==> config.mk <==
export PLATFORM = sky130hd
export DESIGN_NAME = ifetch_seq
export DESIGN_NICKNAME = d
export VERILOG_FILES = /design/src/rtl/ifetch_seq.sv
export SDC_FILE = /design/constraint.sdc
export NUM_CORES = 1
export LEC_CHECK = 0
export ABC_AREA = 1
export CAP_MARGIN = 25
export CORE_MARGIN = 4
export CORE_UTILIZATION = 40
export DETAILED_ROUTE_END_ITERATION = 8
export GPL_ROUTABILITY_DRIVEN = 1
export PLACE_DENSITY = 0.68
export SYNTH_ARGS = -nofsm -noshare
export SYNTH_HDL_FRONTEND = slang
export SYNTH_SLANG_ARGS = --single-unit
export TNS_END_PERCENT = 20
==> constraint.sdc <==
create_clock -name clk -period 7.88 [get_ports clk]
set_input_delay 2.364 -clock clk [delete_from_list [all_inputs] [get_ports clk]]
set_output_delay 2.364 -clock clk [all_outputs]
set_load 0.005 [all_outputs]
**Run 1: signal wires on met3**

Bar = 50 um.
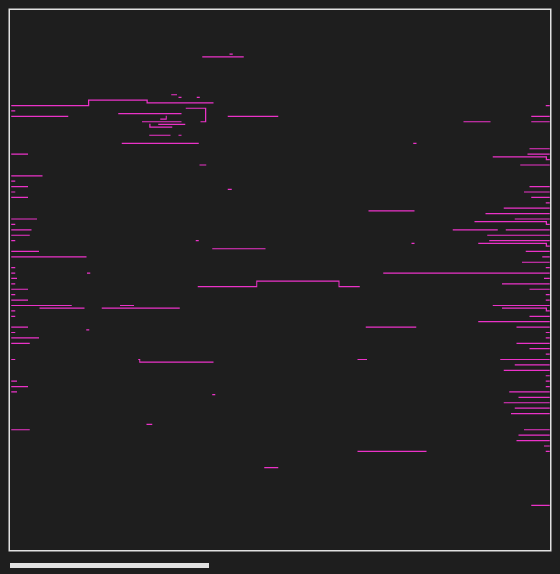
wire length on this layer = 888 um
main direction = horizontal
longest straight run = 41.6 um
global-route met3 utilization: 4.22%
total wirelength of the detailed-routed design: 15800 um
routed via count: 4704

**Run 1: clock wiring as the flow saved it**

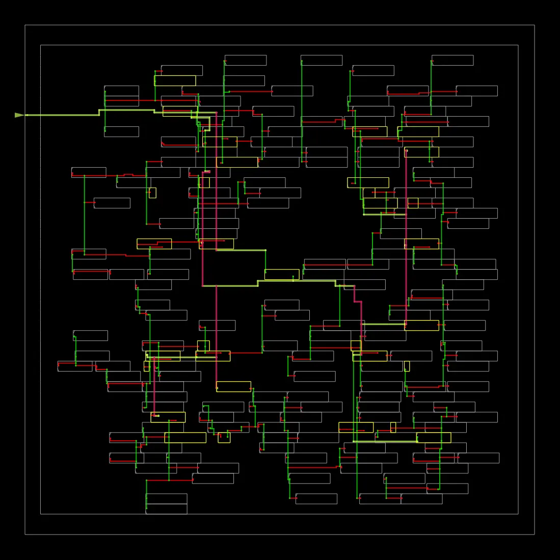
Flops: 160
Clock Power: 879 uW
count of clock-net buffers in the final layout: 17
insertion delay to the later sink of the worst-skew pair: 420 ps

**Run 1: placed cells, one colour a class**

Fill, decap, tap and diode cells in grey.
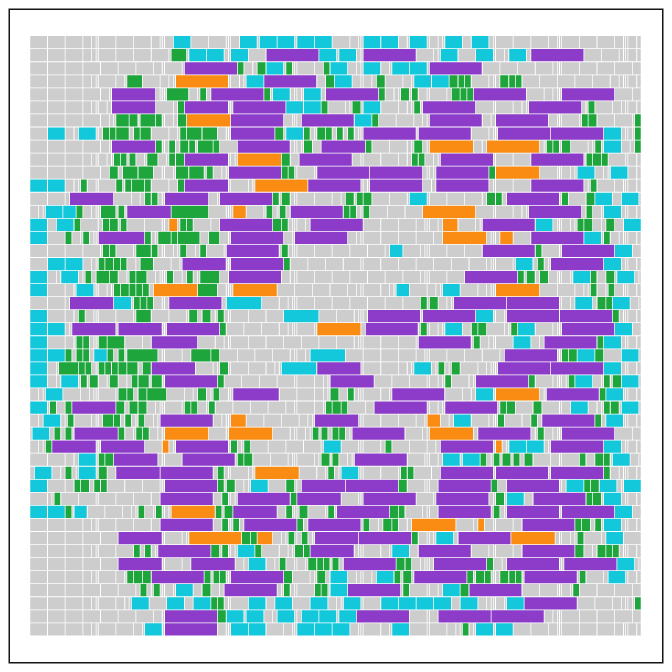
purple -> flops  # cells 160
green -> combinational and other logic  # cells 390
orange -> clock drivers and dummy loads  # cells 32
cyan -> other buffers and delay cells  # cells 171
Layout Utilization: 56.9%
share of the final layout cell area in sequential cells: 51.1%

==> CHANGELOG.md <==
### Implementation results

- Arrival time at the worst endpoint: 2760 ps
- Via density per instance: 4.85
- Number of sinks handled by clock tree synthesis: 160
- First-pass iteration count of the detailed router: 5
- Global-route usage over all layers: 17.5%
- Clock tree from TritonCTS: built
- Shortest period the worst path allows: 5130 ps
- IO buf count: 162
- Number of nets with antenna violations after routing: 0
- Combined area of the multi-input logic cells: 1650 sq um
- Post-route non-filler standard cell count: 969
- Maximum vdd ir drop: 0.153 mV
- Setup tns final: 0 ps
- Yosys synthesis chip area: 6540 sq um
- Placement-stage worst setup slack: 2380 ps
- Synthesized netlist cell count: 578
- Initial cell density of the core: 41.0%
- Maximum number of pins on one net before global-route repair: 65
- Area Overhead vs Synth: 38.5%
- Top-Level Pins: 169
- Max Clk Rate: 0.195 GHz
- Average footprint of a synthesized cell: 11.3 sq um
- Worst R2R Path Depth: 8
- Final antenna diode count: 0
- Die boundary height: 136 um
- Transition time of the tightest slew-check pin: 743 ps
- Post-CTS setup repair buffer count: 0
- Total die size: 18500 sq um
- Clock root cell: clkbuf_16
- Worst Setup Slack, final: 2750 ps
- Number of global-route vias before repair: 4823
- Worst hold slack: 498 ps
- Cell Area, Synth: 6540 sq um
- Ratio of final minimum period to clock period: 65.0%
- Count of routing violations after the opening detailed-route iteration: 264
- Count of instantiated cells in the yosys netlist: 578
- Remaining Overflow, GRT: 0
- Type of the tightest min-delay check: flip-flop to flip-flop
- Final setup viols: 0
- Number of flip-flops in the largest register: 64
- Setup repair after global routing missed its margin: no
- Share of layout cells above drive strength 1: 7.30%
- Depth of the CTS H-tree: 4
- Top cell area share: 56.9%
- Width of the die: 136 um
- Rows: 46
- Cells after DPL: 936
- Worst rel slew slack: 50.5%
- Data required, critical path: 5520 ps
- Yosys reg bits: 160
- Element type at the critical path start: flip-flop
- Pwr Total: 1980 uW
- Number of buffers created by CTS: 17
- First-pass GRT wire length: 24800 um
- Top cells by area in the synthesized netlist: edfxtp_1 (57%), dfrtp_1 (13%), nand2_1 (11%), a21oi_1 (5.2%), inv_1 (2.1%)
- Clock Pin Slew Worst Setup and Hold Paths: 60 ps
- Final routed DRC violation total: 0
- Area of the core: 15900 sq um
- GPL Wtd Cong: 0.847
- Initial antenna violation count: 0
- Net count reported at finish: 811
- Highest-count logic cell in the final layout: nand2_1
- # Max-Cap Violations: 0
- Tool Warnings: 30
- Placed wire-length estimate after detailed placement: 10400 um
- Leakage dissipation: 0.00338 uW
- Final tally of max-slew violations: 0
- Number of hold violations in the final report: 0
- Worst hold path stage count: 0
- Ratio of total power to cell area: 219 nW/um^2
- Crit Path Max Fanout: 45
- Internal reg-to-reg setup slack: 5170 ps
- Number of filler cells placed in the layout: 1379
- Worst Clk Skew: 11.5 ps
- Area taken by flip-flops and latches: 4630 sq um
- Distinct cells, synth: 32
- Seq/Total Area, Yosys: 70.7%
- Startpoint-to-endpoint class of the critical path: flip-flop to primary output
- Most frequent cells in the layout: nand2_1 (193), clkdlybuf4s50_1 (162), edfxtp_1 (124)
- Outcome: finished clean
- Maximum clock insertion buffer count: 2
- Detailed-route wire length per cell: 16.3 um
- Cell type contributing the most total cell area after synthesis: edfxtp_1
- CTS Hold Buffers Added: 0
==> run 1: final cells by class <==
class	count	share of cell area [%]
Clock buffer	17	4.69
Clock inverter	15	2.37
Inverter	37	1.53
Multi-Input combinational cell	353	18.2
Sequential cell	160	51.1
Tap cell	216	2.98
Timing Repair Buffer	171	19.2
==> run 1: metrics by stage <==
stage | utilization (%) | instance area, sq um
global placement | 52.3 | 8340
global route | 56.9 | 9060
CTS | 56.7 | 9040
finish | 56.9 | 9060
detailed placement | 52.7 | 8400
floorplan | - | 6560
==> run 1: where the power goes <==
| group | internal, uW | switching, uW | leakage, uW |
|---|---|---|---|
| logic | 78.5 | 62.1 | 0.00153 |
| registers | 935 | 27.6 | 0.00155 |
| clock network | 560 | 319 | 0.000302 |
| total | 1570 | 409 | 0.00338 |
==> run 1: worst max-delay path: stages, from the launching register on <==
cell             delay [ps]
dfrtp_2                 620
buf_12                  280
inv_2                   330
buf_12                  290
nand2_1                  70
a21oi_1                 200
clkdlybuf4s50_1         540
==> run 1: routing by layer <==
layer  global-route usage (%)  share of wire [%]
met4                     6.33                1.6
met1                     22.3                 43
met3                     4.22                5.6
met2                     29.2                 49
met5                        0                  0
==> run 1: synthesized netlist by cell type <==
cell / instances
nand2_2: 1
inv_2: 1
nand4_1: 3
inv_1: 36
xnor2_1: 3
buf_2: 1
buf_4: 5
o21ai_0: 20
o21ai_2: 1
edfxtp_1: 124
o211ai_1: 7
nand3_1: 9
nand2_4: 1
buf_1: 1
dfrtp_1: 34
a31oi_1: 1
nor2_2: 5
nor2_1: 21
nor2_4: 1
buf_6: 3
clkbuf_1: 21
a31oi_4: 1
conb_1: 1
dfstp_2: 2
nor3_1: 2
a21oi_1: 68
xor2_1: 6
nand3_4: 1
ha_1: 2
nand3_2: 1
nand2_1: 193
o221ai_1: 2
==> run 1: cell families (layout without fill, tap and decap cells) <==
| family | count (synthesis) | count (layout) | synth area share [%] |
|---|---|---|---|
| compound gates | 100 | 100 | 8.36 |
| flops | 160 | 160 | 70.7 |
| buf+inv | 68 | 240 | 4.55 |
| xor+xnor | 9 | 9 | 1.20 |
| simple gates | 238 | 238 | 14.7 |
| other cells | 1 | 4 | 0.0573 |
| fa+ha+maj | 2 | 2 | 0.382 |
Power and IR drop assume default switching activity.
